`src/rtl/i2s_capture_sequencer_pkg.sv`:
```
// Shared types and constants for the I2S capture sequencer slice.
package i2s_pkg;

  typedef enum logic [1:0] {
    IDLE    = 2'd0,
    WARMUP  = 2'd1,
    CAPTURE = 2'd2,
    DRAIN   = 2'd3
  } seq_state_t;

  localparam int BITS_PER_WORD_DEFAULT = 32;
  localparam int FRAME_WIDTH           = 2 * BITS_PER_WORD_DEFAULT;

  // One stereo frame carries both channel words side by side.
  function automatic int frame_width(input int bits_per_word);
    return 2 * bits_per_word;
  endfunction

endpackage

```
`src/rtl/i2s_capture_sequencer_if.sv`:
```
// Valid/ready stream carrying captured stereo frames to downstream DSP/DMA logic.
interface i2s_capture_sequencer_if
  import i2s_pkg::*;
#(
  parameter int DATA_WIDTH = FRAME_WIDTH
);

  logic                  m_valid;
  logic                  m_ready;
  logic [DATA_WIDTH-1:0] m_data;

  modport master (output m_valid, output m_data, input m_ready);
  modport slave  (input m_valid, input m_data, output m_ready);

endinterface

```
`src/rtl/i2s_capture_sequencer_sync_fifo.sv`:
```
// Show-ahead synchronous FIFO with a registered head word and full/empty flags.
module sync_fifo #(
  parameter int WIDTH = 64,
  parameter int DEPTH = 8
) (
  input  logic             clock,
  input  logic             reset,
  input  logic             push,
  input  logic [WIDTH-1:0] wr_data,
  input  logic             pop,
  output logic [WIDTH-1:0] rd_data,
  output logic             full,
  output logic             empty
);

  localparam int AW = (DEPTH > 1) ? $clog2(DEPTH) : 1;
  localparam logic [AW:0] DEPTH_C = (AW + 1)'(DEPTH);

  logic [WIDTH-1:0] mem [DEPTH];
  logic [AW-1:0]    wr_ptr;
  logic [AW-1:0]    rd_ptr;
  logic [AW-1:0]    rd_ptr_next;
  logic [AW:0]      count;
  logic             push_ok;
  logic             pop_ok;

  assign full        = (count == DEPTH_C);
  assign empty       = (count == '0);
  assign push_ok     = push && !full;
  assign pop_ok      = pop && !empty;
  assign rd_ptr_next = pop_ok ? rd_ptr + 1'b1 : rd_ptr;

  always_ff @(posedge clock) begin
    if (push_ok) begin
      mem[wr_ptr] <= wr_data;
    end
  end

  // The head register bypasses the write when the slot being written becomes the new head.
  always_ff @(posedge clock) begin
    if (reset) begin
      wr_ptr  <= '0;
      rd_ptr  <= '0;
      count   <= '0;
      rd_data <= '0;
    end else begin
      if (push_ok) begin
        wr_ptr <= wr_ptr + 1'b1;
      end
      rd_ptr  <= rd_ptr_next;
      count   <= count + {{AW{1'b0}}, push_ok} - {{AW{1'b0}}, pop_ok};
      rd_data <= (push_ok && (wr_ptr == rd_ptr_next)) ? wr_data : mem[rd_ptr_next];
    end
  end

endmodule

```
`src/rtl/i2s_capture_sequencer.sv`:
```
// Bounded I2S capture: hold the controller in reset, skip warm-up frames, buffer N frames, drain.
module i2s_capture_sequencer
  import i2s_pkg::*;
#(
  parameter int BITS_PER_WORD = 32,
  parameter int FIFO_DEPTH    = 8,
  parameter int COUNT_WIDTH   = 16
) (
  input  logic                     clock,
  input  logic                     reset,
  input  logic                     start,
  input  logic                     stop,
  input  logic [COUNT_WIDTH-1:0]   warmup_frames,
  input  logic [COUNT_WIDTH-1:0]   capture_frames,
  output logic                     i2s_reset,
  input  logic                     frame_valid,
  input  logic [BITS_PER_WORD-1:0] frame_0,
  input  logic [BITS_PER_WORD-1:0] frame_1,
  i2s_capture_sequencer_if.master  stream,
  output logic                     busy,
  output logic                     done,
  output logic                     overflow,
  output logic [COUNT_WIDTH-1:0]   frames_captured
);

  localparam int FW = frame_width(BITS_PER_WORD);
  localparam logic [COUNT_WIDTH-1:0] ONE = COUNT_WIDTH'(1);

  seq_state_t             state;
  seq_state_t             state_next;
  logic [COUNT_WIDTH-1:0] warm_target;
  logic [COUNT_WIDTH-1:0] cap_target;
  logic [COUNT_WIDTH-1:0] warm_count;
  logic [COUNT_WIDTH-1:0] cap_count;
  logic                   accept_start;
  logic                   strobe_ok;
  logic                   push_req;
  logic                   fifo_full;
  logic                   fifo_empty;
  logic                   fifo_pop;
  logic [FW-1:0]          fifo_data;

  assign accept_start = (state == IDLE) && start;
  assign strobe_ok    = frame_valid && !stop;
  assign push_req     = (state == CAPTURE) && strobe_ok;
  assign fifo_pop     = stream.m_valid && stream.m_ready;

  assign stream.m_valid = !fifo_empty;
  assign stream.m_data  = fifo_data;

  sync_fifo #(
    .WIDTH (FW),
    .DEPTH (FIFO_DEPTH)
  ) u_fifo (
    .clock   (clock),
    .reset   (reset),
    .push    (push_req),
    .wr_data ({frame_1, frame_0}),
    .pop     (fifo_pop),
    .rd_data (fifo_data),
    .full    (fifo_full),
    .empty   (fifo_empty)
  );

  always_ff @(posedge clock) begin
    if (reset) begin
      state <= IDLE;
    end else begin
      state <= state_next;
    end
  end

  // A zero-length capture never leaves IDLE; stop only matters while the controller runs.
  always_comb begin
    state_next = state;
    unique case (state)
      IDLE: begin
        if (start && (capture_frames != '0)) begin
          state_next = (warmup_frames == '0) ? CAPTURE : WARMUP;
        end
      end
      WARMUP: begin
        if (stop) begin
          state_next = DRAIN;
        end else if (frame_valid && (warm_count + ONE == warm_target)) begin
          state_next = CAPTURE;
        end
      end
      CAPTURE: begin
        if (stop) begin
          state_next = DRAIN;
        end else if (frame_valid && (cap_count + ONE == cap_target)) begin
          state_next = DRAIN;
        end
      end
      DRAIN: begin
        if (fifo_empty) begin
          state_next = IDLE;
        end
      end
      default: state_next = IDLE;
    endcase
  end

  always_comb begin
    i2s_reset = (state == IDLE) || (state == DRAIN);
    busy      = (state != IDLE);
  end

  // A dropped frame still advances the capture count so capture time stays bounded.
  always_ff @(posedge clock) begin
    if (reset) begin
      warm_target     <= '0;
      cap_target      <= '0;
      warm_count      <= '0;
      cap_count       <= '0;
      done            <= 1'b0;
      overflow        <= 1'b0;
      frames_captured <= '0;
    end else begin
      done <= (accept_start && (capture_frames == '0)) ||
              ((state == DRAIN) && fifo_empty);
      if (accept_start) begin
        warm_target     <= warmup_frames;
        cap_target      <= capture_frames;
        warm_count      <= '0;
        cap_count       <= '0;
        overflow        <= 1'b0;
        frames_captured <= '0;
      end
      if ((state == WARMUP) && strobe_ok) begin
        warm_count <= warm_count + ONE;
      end
      if (push_req) begin
        cap_count <= cap_count + ONE;
        if (fifo_full) begin
          overflow <= 1'b1;
        end else begin
          frames_captured <= frames_captured + ONE;
        end
      end
    end
  end

endmodule
```
`src/flat_wrapper.sv`:
```
// flat-port wrapper written by rule: the top's interface ports become plain ports
module i2s_capture_sequencer_flat import i2s_pkg::*;
#(
  parameter int BITS_PER_WORD = 32,
  parameter int FIFO_DEPTH    = 8,
  parameter int COUNT_WIDTH   = 16
)
  (clock, reset, start, stop, warmup_frames, capture_frames, i2s_reset, frame_valid, frame_0, frame_1, busy, done, overflow, frames_captured, stream_m_valid, stream_m_data, stream_m_ready);
  i2s_capture_sequencer_if stream_i ();
  input  logic clock;
  input  logic reset;
  input  logic start;
  input  logic stop;
  input  logic [COUNT_WIDTH-1:0] warmup_frames;
  input  logic [COUNT_WIDTH-1:0] capture_frames;
  output logic i2s_reset;
  input  logic frame_valid;
  input  logic [BITS_PER_WORD-1:0] frame_0;
  input  logic [BITS_PER_WORD-1:0] frame_1;
  output logic busy;
  output logic done;
  output logic overflow;
  output logic [COUNT_WIDTH-1:0] frames_captured;
  output wire logic [$bits(stream_i.m_valid)-1:0] stream_m_valid;
  output wire logic [$bits(stream_i.m_data)-1:0] stream_m_data;
  input wire logic [$bits(stream_i.m_ready)-1:0] stream_m_ready;
  assign stream_m_valid = stream_i.m_valid;
  assign stream_m_data = stream_i.m_data;
  assign stream_i.m_ready = stream_m_ready;
  i2s_capture_sequencer #(.BITS_PER_WORD(BITS_PER_WORD), .FIFO_DEPTH(FIFO_DEPTH), .COUNT_WIDTH(COUNT_WIDTH)) u_core (.clock(clock), .reset(reset), .start(start), .stop(stop), .warmup_frames(warmup_frames), .capture_frames(capture_frames), .i2s_reset(i2s_reset), .frame_valid(frame_valid), .frame_0(frame_0), .frame_1(frame_1), .stream(stream_i), .busy(busy), .done(done), .overflow(overflow), .frames_captured(frames_captured));
endmodule
```
`config.mk`:
```
export PLATFORM = sky130hd
export DESIGN_NAME = i2s_capture_sequencer_flat
export DESIGN_NICKNAME = d
export VERILOG_FILES = /design/src/rtl/i2s_capture_sequencer_pkg.sv /design/src/rtl/i2s_capture_sequencer_if.sv /design/src/rtl/i2s_capture_sequencer_sync_fifo.sv /design/src/rtl/i2s_capture_sequencer.sv /design/src/flat_wrapper.sv
export SDC_FILE = /design/constraint.sdc
export NUM_CORES = 1
export LEC_CHECK = 0
export CORE_MARGIN = 4
export CORE_UTILIZATION = 55
export CTS_BUF_LIST = sky130_fd_sc_hd__clkbuf_4
export DETAILED_ROUTE_END_ITERATION = 8
export PLACE_DENSITY_LB_ADDON = 0.15
export SYNTH_ARGS = -nofsm -noshare
export SYNTH_HDL_FRONTEND = slang
export SYNTH_SLANG_ARGS = --single-unit
export TNS_END_PERCENT = 5
```
`constraint.sdc`:
```
create_clock -name clock -period 9.55 [get_ports clock]
set_clock_uncertainty 0.15 [all_clocks]
set_input_delay 1.91 -clock clock [delete_from_list [all_inputs] [get_ports clock]]
set_output_delay 1.91 -clock clock [all_outputs]
set_load 0.02 [all_outputs]
```
==> images/layer_met1.png <==
(1.5 px per µm) Supply wires on this layer in gray.
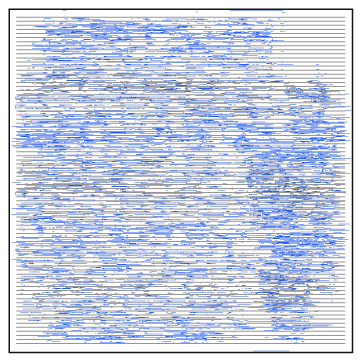
longest straight run: 42.3 µm
share of all routed wire: 43%
main direction: horizontal
nets with wire on the layer: 1,938
routed vias: 15.62k
met1 Track Usage GR: 29.68%
Total Wirelength: 57,800 µm

==> images/layer_met2.png <==
(1 px per µm) Cells faint in the background.
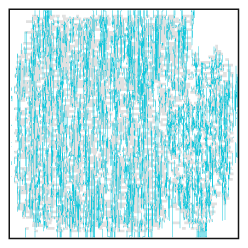
share of all routed wire: 49%
wire length on this layer: 28.5 mm

==> images/layer_met3.png <==
(1.5 px per µm)
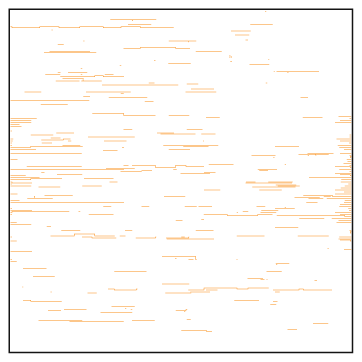
share of all routed wire: 6.1%
nets with wire on the layer: 170

==> images/layer_met4.png <==
(1.5 px per µm) Supply wires on this layer in gray.
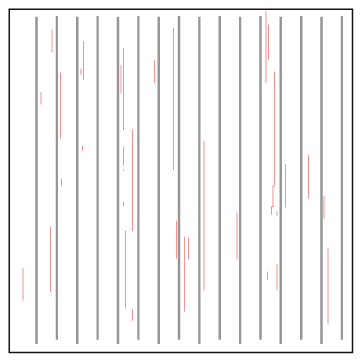
main direction: vertical
nets with wire on the layer: 26

==> changes_impl.md <==
### Changed

* Outcome: finished, final reports clean
* Vias in the first global route at ~16k
* Hold endpoint: u_core.warm_target[1]
* Post-Syn Nets at 1,789
* GRT overflow at 0
* Clk slew on worst S/H paths at 60 ps
* Critical path arrival at ~6200 ps
* Total track usage at roughly 22%
* Chip footprint at just over 50,000 µm²
* Synth cell types at 66
* Hold slack final at 316.6 ps
* F_max at between 150 and 200 MHz
* Final min period at slightly below 6000 ps
* Critical path type: input pin to flop
* Commonest flop: edfxtp_1
* Clock tree buffer depth at 3
* Syn Area/Cell at between 15 and 20 µm²
* Slowest cell on crit path: a21oi_1
* Antenna violations before repair at 10
* Worst r2r src: u_core.state[0]
* Post-synth top cells: 512 x edfxtp_1, 158 x dfxtp_1, 133 x nor2_1
* H-tree depth at 4
* Max-Cap Viols at 0
* Iteration-0 DRC Markers at a little over 1k
* Avg WL per Cell at 21.34 µm
* CP max FO at ~59
* Yosys synthesis chip area at 26,570 µm²
* CTS tree: built
* Final nets at 2,064
* Chip Width at between 200 and 250 µm
* Core Util, Final at 65.97%
* Synth warnings at 0
* Post-placement cell count at 2,390
* Multi-input logic area at 7649 µm²
==> stage by stage <==
step                      area [µm²]  power, mW  setup slack, ps
after CTS                      31490      8.466             3868
final                          31500      8.336             3760
after floorplan                26580      5.128            78.65
after global routing           31500      8.808             3409
after global placement         29100      5.816             2908
after detailed placement       29100      5.830             2835
==> report_power, final <==
group | leakage [nW] | switching (mW) | total (mW) | internal [mW]
logic | 3.72 | 1.13 | 2.31 | 1.18
registers | 5.90 | 0.0971 | 3.41 | 3.32
clock network | 1.42 | 1.14 | 2.62 | 1.47
total | 11.0 | 2.37 | 8.34 | 5.97
==> placed cells by master (no fill, tap or decap), types with 22 or more instances in the layout <==
| master | Yosys | final |
|---|---|---|
| a211oi_1 | 68 | 68 |
| a21oi_1 | 82 | 82 |
| buf_4 | 0 | 22 |
| clkbuf_4 | 0 | 271 |
| clkdlybuf4s50_1 | 0 | 185 |
| clkinv_1 | 0 | 28 |
| dfxtp_1 | 158 | 158 |
| edfxtp_1 | 512 | 512 |
| mux2i_1 | 67 | 66 |
| mux4_2 | 128 | 128 |
| nand2_1 | 107 | 107 |
| nand3_1 | 31 | 31 |
| nor2_1 | 133 | 131 |
| o21ai_0 | 26 | 26 |
| xnor2_1 | 30 | 30 |
| xor2_1 | 24 | 22 |
==> cell type report <==
| class | instances | area share (%) |
|---|---|---|
| clock buffer | 271 | 6.459 |
| tap | 615 | 2.443 |
| antenna | 4 | 0.03178 |
| sequential | 670 | 58.85 |
| timing repair buffer | 210 | 6.566 |
| multi-input combinational | 875 | 24.28 |
| inverter | 20 | 0.2383 |
| clock inverter | 43 | 1.128 |
==> kinds of logic (layout without fill, tap and decap cells) <==
family	Yosys count	count (layout)	share of synthesized area, %
fa+ha+maj	17	17	0.8287
other cells	0	4	0
compound gates	219	219	5.339
mux	196	196	13.41
xor+xnor	54	54	1.780
buf+inv	125	544	1.855
simple gates	389	389	7.020
flops	670	670	69.76
==> per-layer routing <==
metal  track usage [%]  vias to the layer above  share of wire, %  wire length (µm)
met5                 0                        -              0.12                70
met4             7.962                       10               1.8              1027
met3             6.699                       81               6.1              3505
met2             35.94                      442                49             28500
met1             29.68                     7895                43             24700
li1                  -                     7195                 -                 -
==> how the worst max path moves through the flow <==
stage                     start                  endpoint  cells past startpoint
finish              frame_valid  u_core.u_fifo.mem[0][30]                      6
CTS                 frame_valid  u_core.u_fifo.mem[0][14]                      6
detailed placement  frame_valid   u_core.u_fifo.mem[0][7]                      6
floorplan                  stop   u_core.u_fifo.mem[0][0]                      6
global placement    frame_valid   u_core.u_fifo.mem[0][7]                      6
global route        frame_valid  u_core.u_fifo.mem[0][16]                      6
==> registers in the layout, indices dropped and copies added (netlist names), 3 cells and up <==
register and count:
u_core.cap_count 16, u_core.warm_count 16, u_core.u_fifo.wr_ptr 3, u_core.u_fifo.rd_data 64, u_core.u_fifo.count 4, u_core.u_fifo.rd_ptr 3
u_core.warm_target 16, u_core.frames_captured 16, u_core.cap_target 16, u_core.u_fifo.mem 512
==> worst min-delay path, cell delays in order, from the launching register on <==
cell and delay (ps):
dfxtp_1 320, nand2_1 50, a21oi_1 50
Power is estimated from default activity; no workload was simulated.
